===== config.mk =====
export PLATFORM = sky130hd
export DESIGN_NAME = add_sub_pipe_flat
export DESIGN_NICKNAME = d
export VERILOG_FILES = /design/src/rtl/add_sub_pipe_if.sv /design/src/rtl/add_sub_pipe.sv /design/src/flat_wrapper.sv
export SDC_FILE = /design/constraint.sdc
export NUM_CORES = 1
export LEC_CHECK = 0
export ABC_AREA = 1
export CELL_PAD_IN_SITES_DETAIL_PLACEMENT = 1
export CELL_PAD_IN_SITES_GLOBAL_PLACEMENT = 1
export CORE_ASPECT_RATIO = 1.75
export CORE_MARGIN = 4
export CORE_UTILIZATION = 38
export DETAILED_ROUTE_END_ITERATION = 8
export DONT_BUFFER_PORTS = 1
export PLACE_DENSITY_LB_ADDON = 0.08
export SETUP_SLACK_MARGIN = 0.2
export SYNTH_ARGS = -nofsm -noshare
export SYNTH_HDL_FRONTEND = slang
export SYNTH_SLANG_ARGS = --single-unit

===== constraint.sdc =====
create_clock -name clk -period 2.55 [get_ports clk]
set_input_delay 0.51 -clock clk [delete_from_list [all_inputs] [get_ports clk]]
set_output_delay 0.51 -clock clk [all_outputs]
set_load 0.01 [all_outputs]

===== src/rtl/add_sub_pipe_if.sv =====
// Handshake bundle for add_sub_pipe: operand channel in, result channel out.
interface add_sub_pipe_if #(
    parameter int unsigned WIDTH = 32
);
    logic             in_valid;
    logic             in_ready;
    logic [WIDTH-1:0] a;
    logic [WIDTH-1:0] b;
    logic             sub;
    logic             sat;
    logic             out_valid;
    logic             out_ready;
    logic [WIDTH-1:0] result;
    logic             carry_out;
    logic             overflow;
    logic             zero;
    logic             negative;

    // Producer of operands and consumer of results.
    modport master (
        output in_valid, a, b, sub, sat, out_ready,
        input  in_ready, out_valid, result, carry_out, overflow, zero, negative
    );

    // The arithmetic pipeline itself.
    modport slave (
        input  in_valid, a, b, sub, sat, out_ready,
        output in_ready, out_valid, result, carry_out, overflow, zero, negative
    );
endinterface


===== src/rtl/add_sub_pipe.sv =====
// Carry-chained add/subtract pipeline: one CHUNK-bit slice per stage, with
// saturation and flags resolved in the last stage so every output is a register.
module add_sub_pipe #(
    parameter int unsigned WIDTH = 32,
    parameter int unsigned CHUNK = 8
) (
    input  logic          clk,
    input  logic          rst_n,
    add_sub_pipe_if.slave bus
);
    localparam int unsigned NSTG = WIDTH / CHUNK;
    localparam int unsigned NMID = (NSTG > 1) ? NSTG - 1 : 1;
    localparam logic [WIDTH-1:0] SMAX = {1'b0, {(WIDTH-1){1'b1}}};
    localparam logic [WIDTH-1:0] SMIN = {1'b1, {(WIDTH-1){1'b0}}};

    logic adv;
    logic vld [NSTG];

    // Registers between stage k and k+1 (only stages 0..NSTG-2 write them).
    logic [WIDTH-1:0] mid_a   [NMID];
    logic [WIDTH-1:0] mid_b   [NMID];
    logic [WIDTH-1:0] mid_acc [NMID];
    logic             mid_c   [NMID];
    logic             mid_s   [NMID];

    logic [WIDTH-1:0] result_q;
    logic             carry_q;
    logic             ovf_q;
    logic             zero_q;
    logic             neg_q;

    // Whole pipe moves together whenever the output slot is free or drained.
    assign adv          = !vld[NSTG-1] || bus.out_ready;
    assign bus.in_ready = adv;

    assign bus.out_valid = vld[NSTG-1];
    assign bus.result    = result_q;
    assign bus.carry_out = carry_q;
    assign bus.overflow  = ovf_q;
    assign bus.zero      = zero_q;
    assign bus.negative  = neg_q;

    for (genvar k = 0; k < NSTG; k++) begin : g_stage
        logic             v_in;
        logic             ci;
        logic             cs;
        logic [CHUNK-1:0] ca;
        logic [CHUNK-1:0] cb;
        logic [CHUNK:0]   csum;

        // Stage source: the operand channel for stage 0, the previous stage otherwise.
        if (k == 0) begin : g_src_head
            assign v_in = bus.in_valid;
            assign ci   = bus.sub;
            assign cs   = bus.sat;
            assign ca   = bus.a[CHUNK-1:0];
            assign cb   = bus.b[CHUNK-1:0] ^ {CHUNK{bus.sub}};
        end else begin : g_src_body
            assign v_in = vld[k-1];
            assign ci   = mid_c[k-1];
            assign cs   = mid_s[k-1];
            assign ca   = mid_a[k-1][k*CHUNK +: CHUNK];
            assign cb   = mid_b[k-1][k*CHUNK +: CHUNK];
        end

        assign csum = {1'b0, ca} + {1'b0, cb} + {{CHUNK{1'b0}}, ci};

        if (k < NSTG - 1) begin : g_mid
            logic [WIDTH-1:0] fa;
            logic [WIDTH-1:0] fb;
            logic [WIDTH-1:0] acc_n;

            if (k == 0) begin : g_op_head
                assign fa    = bus.a;
                assign fb    = bus.b ^ {WIDTH{bus.sub}};
                assign acc_n = WIDTH'(csum[CHUNK-1:0]);
            end else begin : g_op_body
                assign fa = mid_a[k-1];
                assign fb = mid_b[k-1];
                always_comb begin
                    acc_n                     = mid_acc[k-1];
                    acc_n[k*CHUNK +: CHUNK]   = csum[CHUNK-1:0];
                end
            end

            // Data registers only load for real transactions; bubbles just clear valid.
            always_ff @(posedge clk or negedge rst_n) begin
                if (!rst_n) begin
                    vld[k]     <= 1'b0;
                    mid_a[k]   <= '0;
                    mid_b[k]   <= '0;
                    mid_acc[k] <= '0;
                    mid_c[k]   <= 1'b0;
                    mid_s[k]   <= 1'b0;
                end else if (adv) begin
                    vld[k] <= v_in;
                    if (v_in) begin
                        mid_a[k]   <= fa;
                        mid_b[k]   <= fb;
                        mid_acc[k] <= acc_n;
                        mid_c[k]   <= csum[CHUNK];
                        mid_s[k]   <= cs;
                    end
                end
            end
        end else begin : g_tail
            logic [WIDTH-1:0] raw;
            logic [WIDTH-1:0] fin;
            logic             ovf;

            if (k == 0) begin : g_raw_single
                assign raw = WIDTH'(csum[CHUNK-1:0]);
            end else begin : g_raw_multi
                assign raw = {csum[CHUNK-1:0], mid_acc[k-1][k*CHUNK-1:0]};
            end

            // Top slice carries both operand sign bits (b already inverted for sub).
            assign ovf = (ca[CHUNK-1] == cb[CHUNK-1]) && (raw[WIDTH-1] != ca[CHUNK-1]);
            assign fin = (cs && ovf) ? (ca[CHUNK-1] ? SMIN : SMAX) : raw;

            always_ff @(posedge clk or negedge rst_n) begin
                if (!rst_n) begin
                    vld[k]   <= 1'b0;
                    result_q <= '0;
                    carry_q  <= 1'b0;
                    ovf_q    <= 1'b0;
                    zero_q   <= 1'b0;
                    neg_q    <= 1'b0;
                end else if (adv) begin
                    vld[k] <= v_in;
                    if (v_in) begin
                        result_q <= fin;
                        carry_q  <= csum[CHUNK];
                        ovf_q    <= ovf;
                        zero_q   <= (fin == '0);
                        neg_q    <= fin[WIDTH-1];
                    end
                end
            end
        end
    end
endmodule


===== src/flat_wrapper.sv =====
// flat-port wrapper written by rule: the top's interface ports become plain ports
module add_sub_pipe_flat 
#(
    parameter int unsigned WIDTH = 32,
    parameter int unsigned CHUNK = 8
)
  (clk, rst_n, bus_in_valid, bus_a, bus_b, bus_sub, bus_sat, bus_out_ready, bus_in_ready, bus_out_valid, bus_result, bus_carry_out, bus_overflow, bus_zero, bus_negative);
  add_sub_pipe_if #(.WIDTH(WIDTH)) bus_i ();
  input  logic clk;
  input  logic rst_n;
  input wire logic [$bits(bus_i.in_valid)-1:0] bus_in_valid;
  input wire logic [$bits(bus_i.a)-1:0] bus_a;
  input wire logic [$bits(bus_i.b)-1:0] bus_b;
  input wire logic [$bits(bus_i.sub)-1:0] bus_sub;
  input wire logic [$bits(bus_i.sat)-1:0] bus_sat;
  input wire logic [$bits(bus_i.out_ready)-1:0] bus_out_ready;
  output wire logic [$bits(bus_i.in_ready)-1:0] bus_in_ready;
  output wire logic [$bits(bus_i.out_valid)-1:0] bus_out_valid;
  output wire logic [$bits(bus_i.result)-1:0] bus_result;
  output wire logic [$bits(bus_i.carry_out)-1:0] bus_carry_out;
  output wire logic [$bits(bus_i.overflow)-1:0] bus_overflow;
  output wire logic [$bits(bus_i.zero)-1:0] bus_zero;
  output wire logic [$bits(bus_i.negative)-1:0] bus_negative;
  assign bus_i.in_valid = bus_in_valid;
  assign bus_i.a = bus_a;
  assign bus_i.b = bus_b;
  assign bus_i.sub = bus_sub;
  assign bus_i.sat = bus_sat;
  assign bus_i.out_ready = bus_out_ready;
  assign bus_in_ready = bus_i.in_ready;
  assign bus_out_valid = bus_i.out_valid;
  assign bus_result = bus_i.result;
  assign bus_carry_out = bus_i.carry_out;
  assign bus_overflow = bus_i.overflow;
  assign bus_zero = bus_i.zero;
  assign bus_negative = bus_i.negative;
  add_sub_pipe #(.WIDTH(WIDTH), .CHUNK(CHUNK)) u_core (.clk(clk), .rst_n(rst_n), .bus(bus_i));
endmodule

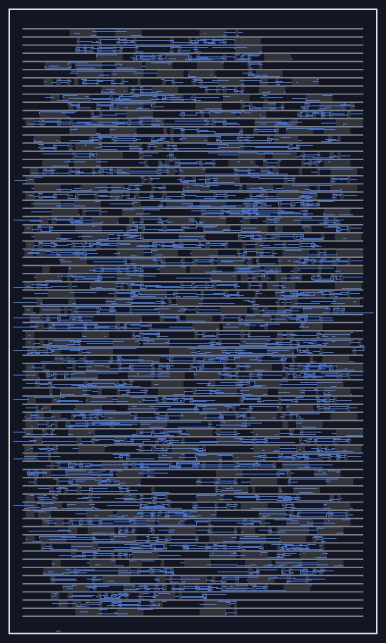
run_1/layer_met1.png
Drawn at 3 px/µm. Supply wires on this layer in grey. Cells faint in the background.
wire length on this layer: 9,180 µm
share of all routed wire: 46%
main direction: horizontal
GR Util met1: 22.3%
DR vias: 6,113

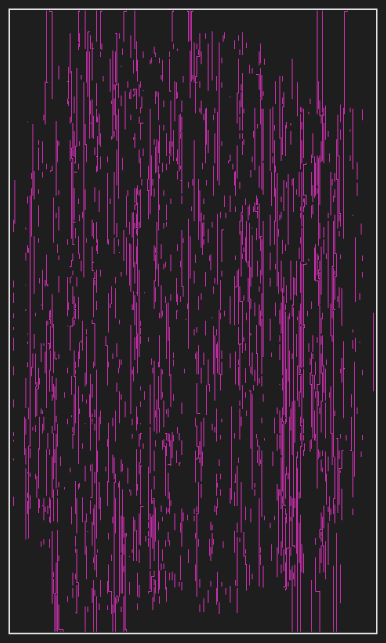
run_1/layer_met2.png
Drawn at 3 px/µm.
main direction: vertical
wire length on this layer: 9,540 µm
nets with wire on the layer: 831
longest straight run: 83.5 µm
share of all routed wire: 48%
final WL: 19.8 mm
GR Util met2: 25.9%

==> flow_summary.ini, run 1 <==
; generated from flow reports
[power]
pwr-share-comb_pct = 34.8
vdd_ir_drop_max_mv = 0.498
power_density_nw_per_um2 = 1250
p_clk_share_pct = 22.8

[timing]
hold_viol = 189
post-route-min-period_ns = 2.23
fin_skew_ns = 0.00624
finalSetupViolCount = 0
rsz0062_at_grt = yes
drv_slew = 0
timing.hold.ws_ns = -0.237

[floorplan]
die_y_um = 208
initCoreUtil_pct = 38.9

[cts]
clockBufferDepth = 2
root_buffer = clkbuf_16
numCtsBuffers = 17
clock-sinks = 189

[critical_path]
worstPathArrival_ns = 2.61
cp_top_family = simple AND/OR/NAND/NOR gates
cp-end-kind = flip-flop
crit_top_cell = nand2_4

[grt]
grt_pass1_vias = 6324
grt_pass1_wl_mm = 33.2
antenna_found_initial = 0

[placement]
place.gp.congestion = 0.754

[status]
failed_checks = negative hold slack
status = complete, but fails checks

[synth]
ys_seq_share_pct = 54.7
yosys_warnings = 0
synth-edff-count = 0
synth_cell_types = 36
syn-cell-area_um2 = 8650
top_cells_by_area = dfrtp_1 55%, nand2_1 14%, o21ai_0 6.7%

[final_layout]
lay_top_count = nand2_1
nFillCells = 2616
antenna_cells = 0
drive_above_1_share_pct = 7.95

[route]
wl_met3_um = 871
drc_errors = 0
drt_iter0_markers = 320
drtAntennaViolNets = 0
firstDrtPassIters = 4

[min_path]
hp-class = in2async

[run]
maxCapViolations = 0
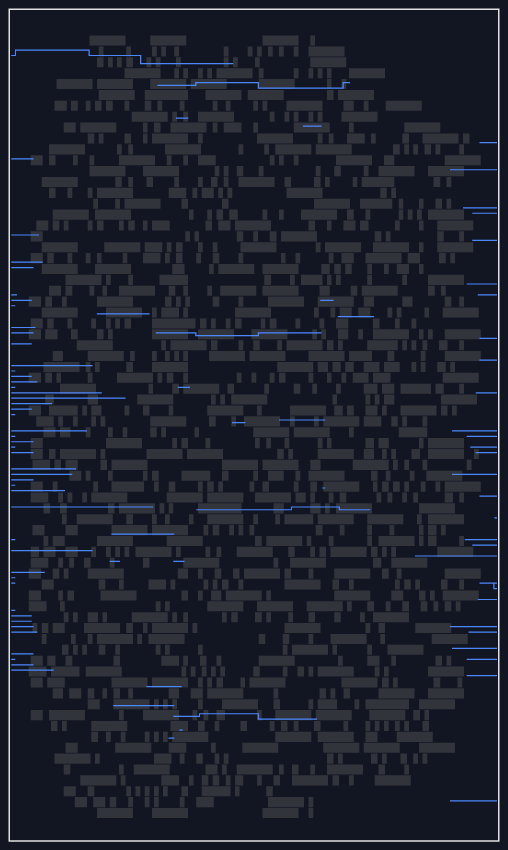
run_1/layer_met3.png
Drawn at 4 px/µm. Cells faint in the background.
main direction: horizontal
share of all routed wire: 4.4%
wire length on this layer: 871 µm
met3 GRT Util: 5.02%

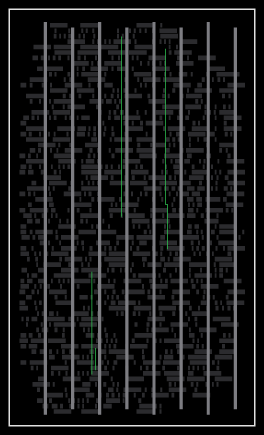
run_1/layer_met4.png
Drawn at 2 px/µm. Supply wires on this layer in grey. Cells faint in the background.
longest straight run: 89.8 µm
nets with wire on the layer: 3
wire length on this layer: 253 µm
main direction: vertical

[run 1: path summary, 6_finish.rpt]
| path | cells after the start | slack, ns | to | startpoint |
|---|---|---|---|---|
| max in group asynchronous | 0 | 2.44 | u_core.g_stage[2].ci | rst_n |
| hold / removal | 0 | -0.24 | u_core.g_stage[2].g_mid.acc_n[9] | rst_n |
| min in group clk | 2 | 0.17 | u_core.g_stage[1].g_mid.fa[10] | bus_a[10] |
| hold reg to reg | 2 | 0.47 | u_core.g_stage[2].g_mid.fa[26] | u_core.g_stage[2].g_mid.fa[26] |
| setup / recovery | 13 | 0.32 | u_core.bus.zero | u_core.g_stage[3].cb[0] |
| setup reg to reg | 13 | 0.32 | u_core.bus.zero | u_core.g_stage[3].cb[0] |
[run 1: metrics by stage]
stage	setup slack, ns	utilization [%]	area (µm²)	hold slack (ns)
after floorplan	0.236	-	8650	0.214
after global placement	0.317	40.4	8980	0.223
after detailed placement	0.285	40.4	8980	0.224
after CTS	0.272	43.1	9590	-0.268
after global routing	0.192	43.9	9770	-0.278
final	0.324	43.9	9770	-0.237
[run 1: routing by layer]
metal	GRT usage (%)	vias up
met5	0	-
met4	4.84	0
met3	5.02	15
met2	25.9	102
met1	22.3	2895
li1	-	3101
[run 1: layout make-up]
| cell class | instances | area (µm²) | share of cell area [%] |
|---|---|---|---|
| flip-flops and latches | 189 | 4730 | 48.4 |
| multi-input cells | 666 | 3570 | 36.5 |
| clock buffers | 18 | 439 | 4.49 |
| well taps | 296 | 370 | 3.79 |
| inverters | 77 | 289 | 2.96 |
| repair buffers | 18 | 208 | 2.12 |
| clock inverters | 13 | 173 | 1.77 |
[run 1: power by group through the flow]
stage | sequential (W) | combinational, W | clock [W]
after floorplan | 0.00492 | 0.00315 | 0
after global placement | 0.00518 | 0.00405 | 0
after detailed placement | 0.00522 | 0.00414 | 0
after CTS | 0.00517 | 0.00417 | 0.00289
after global routing | 0.00534 | 0.00501 | 0.00301
final | 0.00517 | 0.00425 | 0.00279
[run 1: kinds of logic after synthesis]
| logic type | count (synthesis) | share of synthesized area (%) |
|---|---|---|
| DFF | 189 | 54.7 |
| buffers and inverters | 123 | 5.56 |
| xor gates and xnor gates | 44 | 4.46 |
| adders and majority gates | 35 | 5.67 |
| and+or+nand+nor | 407 | 18.5 |
| AOI/OAI and AO/OA | 179 | 11.1 |
[run 1: cell usage after synthesis (2+ instances only)]
| cell | number |
|---|---|
| a21oi_2 | 3 |
| o21ai_0 | 116 |
| clkinv_1 | 2 |
| dfrtp_1 | 189 |
| ha_1 | 28 |
| nand4_1 | 2 |
| o41ai_1 | 4 |
| buf_2 | 3 |
| inv_1 | 73 |
| nor2_1 | 65 |
| fa_1 | 7 |
| buf_1 | 3 |
| nand3_1 | 15 |
| o22ai_1 | 2 |
| a22oi_1 | 2 |
| a31oi_1 | 9 |
| buf_4 | 2 |
| a21oi_1 | 37 |
| xnor2_1 | 30 |
| clkbuf_1 | 37 |
| xor2_1 | 14 |
| nand2_1 | 315 |
| nand2_2 | 5 |
| inv_2 | 2 |
[run 1: timing repair]
action	CTS	global route
setup buffers	0	2
endpoints found under the hold margin	189	189
resized	0	19
setup endpoints to repair	0	9
==> run 1 -> run 2 <==
- CTS_BUF_LIST: unset -> sky130_fd_sc_hd__clkbuf_4 sky130_fd_sc_hd__clkbuf_8 sky130_fd_sc_hd__clkbuf_16
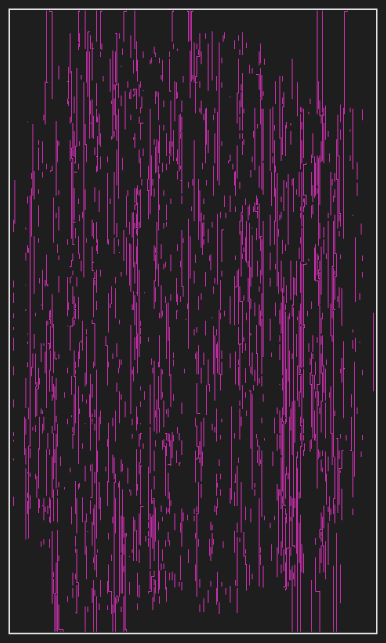
run_2/layer_met2.png
Drawn at 3 px/µm.
nets with wire on the layer: 831
main direction: vertical
wire length on this layer: 9,540 µm
share of all routed wire: 48%

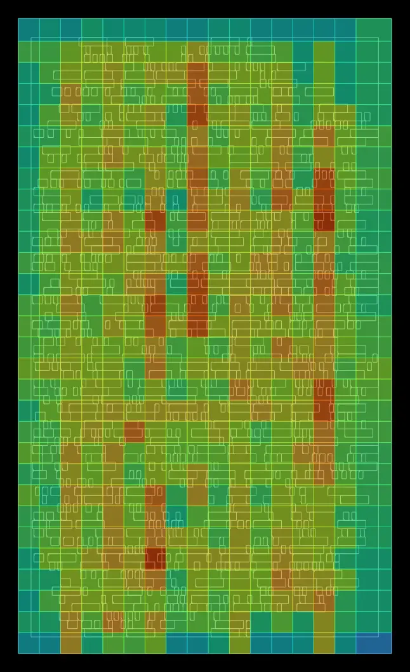
run_2/congestion.png
DR WL/cell: 15.5 µm
most used routing layer: met2
final design utilization: 43.9%
GRT Overall Usage: 16.6%

==> run 2 against run 1 <==
Against the previous run:
- the flow still finishes with violations (negative hold slack)
- hold slack stayed put
- clock skew stayed put
- design area stayed put
- clock power hardly changed
- global-route usage stayed put
- critical endpoint unchanged
- largest power group unchanged
==> flow_summary.ini, run 2 <==
; generated from flow reports
[final_layout]
drive_above_1_share_pct = 7.95
layout.area.comb_um2 = 3570
register_area_um2 = 4730
antenna_cells = 0
nFillCells = 2616
instances_no_fill = 1277
lay_top_count = nand2_1

[synth]
xor_area_share_pct = 4.46
top_area_cell = dfrtp_1
adder_share_pct = 5.67
ys_area_um2 = 8650
synth-edff-count = 0
ys_sh_mux_pct = 0
synth-compound-area-share_pct = 11.1
ys_seq_share_pct = 54.7
yosys_warnings = 0
synthTopCellsByCount = 315 x nand2_1, 189 x dfrtp_1, 116 x o21ai_0
top_cell = nand2_1
ys_sh_simple_pct = 18.5
top_cells_by_area = dfrtp_1 55%, nand2_1 14%, o21ai_0 6.7%
top_area_share_pct = 54.7
synth_cell_types = 36
syn-cell-area_um2 = 8650
fp_nets = 1082
netlist_logic_family_top = simple AND/OR/NAND/NOR gates

[critical_path]
crit_path_cell_trace = fa_2 -> nand3_1 -> nand2_2 -> nand2_4 -> nand2_4 -> nand2_4 -> nand4_4 -> buf_4 -> o41ai_1 -> nand2_1 -> nor2_1 -> nand3_1 -> nand2_1
cp-start-kind = flip-flop
critPathMaxFanout = 10
worstPathArrival_ns = 2.61
ff2ff_setup_slack_ns = 0.32
crit_top_cell = nand2_4
cp_top_family = simple AND/OR/NAND/NOR gates
path_buffers = 1
cp-end-kind = flip-flop
path_class = reg2reg

[grt]
grt_overflow_total = 0
grt_pass1_wl_mm = 33.2
antenna_found_initial = 0
grt_pass1_vias = 6324

[cts]
path_clk_slew_ns = 0.07
clock_latency_ns = 0.44
cts_htree_levels = 4
clockBufferDepth = 2
clock-sinks = 189
root_buffer = clkbuf_16
numCtsBuffers = 17

[timing]
setup_ws_ns = 0.324
timing.hold.ws_ns = -0.237
hold_viol = 189
post-route-min-period_ns = 2.23
min_period_over_period_pct = 87.3
drv_slew = 0
rsz0062_at_grt = yes
tightest_slew_ns = 0.721
finalSetupViolCount = 0
fin_skew_ns = 0.00624

[power]
vdd_ir_drop_max_mv = 0.498
power_density_nw_per_um2 = 1250

[floorplan]
die_w_um = 122
initCoreUtil_pct = 38.9
die_y_um = 208

[route]
vias = 6113
wirelength_mm = 19.8
drc_errors = 0
firstDrtPassIters = 4
drt_iter0_markers = 320
drtAntennaViolNets = 0

[min_path]
hp-class = in2async

[placement]
place.gp.congestion = 0.754
portBuffers = 0
post-place-ws_ns = 0.285

[status]
failed_checks = negative hold slack
status = complete, but fails checks

[run]
maxCapViolations = 0
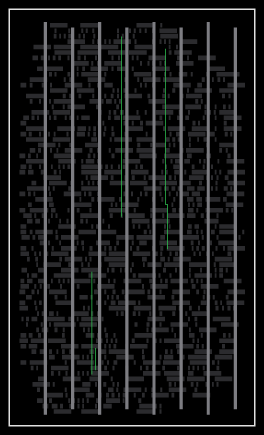
run_2/layer_met4.png
Drawn at 2 px/µm. Supply wires on this layer in grey. Cells faint in the background.
longest straight run: 89.8 µm
wire length on this layer: 253 µm
share of all routed wire: 1.3%

run 2: cell counts in the layout (fill, tap and decap cells not counted):
Identical to the previous run, type by type.
run 2: per-layer routing:
| layer | GRT usage [%] | routed length (µm) |
|---|---|---|
| met5 | 0 | 0 |
| met2 | 25.9 | 9540 |
| met4 | 4.84 | 252 |
| met1 | 22.3 | 9180 |
| met3 | 5.02 | 871 |
run 2: per-stage QoR:
step | cell area, µm² | total power [W]
CTS | 9590 | 0.0122
global placement | 8980 | 0.00924
detailed placement | 8980 | 0.00937
finish | 9770 | 0.0122
floorplan | 8650 | 0.00807
global route | 9770 | 0.0134
run 2: where the power goes:
group	switching (W)	internal, W	leakage [nW]	total, W
sequential	0.000926	0.00424	2.33	0.00517
clock	0.00114	0.00165	0.297	0.00279
combinational	0.00260	0.00165	2.13	0.00425
total	0.00467	0.00754	4.75	0.0122
run 2: layout make-up:
type | count | area share, %
sequential | 189 | 48.4
multi-input combinational | 666 | 36.5
clock buffer | 18 | 4.49
tap | 296 | 3.79
inverter | 77 | 2.96
timing repair buffer | 18 | 2.12
clock inverter | 13 | 1.77
run 2: timing repair:
action / CTS / global route
buffers inserted: 0 / 2
gates resized: 0 / 19
endpoints found under the hold margin: 189 / 189
endpoints found under the setup margin: 0 / 9
run 2: cell families after synthesis:
| group | after synthesis |
|---|---|
| xor+xnor | 44 |
| flops | 189 |
| simple gates | 407 |
| compound gates | 179 |
| fa+ha+maj | 35 |
| buf+inv | 123 |
run 2: worst paths after layout:
path                                           startpoint                          endpoint  cells after the start
max in group asynchronous                           rst_n              u_core.g_stage[2].ci                      0
max                               u_core.g_stage[3].cb[0]                   u_core.bus.zero                     13
min in group clk                                bus_a[10]    u_core.g_stage[1].g_mid.fa[10]                      2
min                                                 rst_n  u_core.g_stage[2].g_mid.acc_n[9]                      0
min reg2reg                u_core.g_stage[2].g_mid.fa[26]    u_core.g_stage[2].g_mid.fa[26]                      2
max reg2reg                       u_core.g_stage[3].cb[0]                   u_core.bus.zero                     13
Power is estimated from default activity; no workload was simulated.
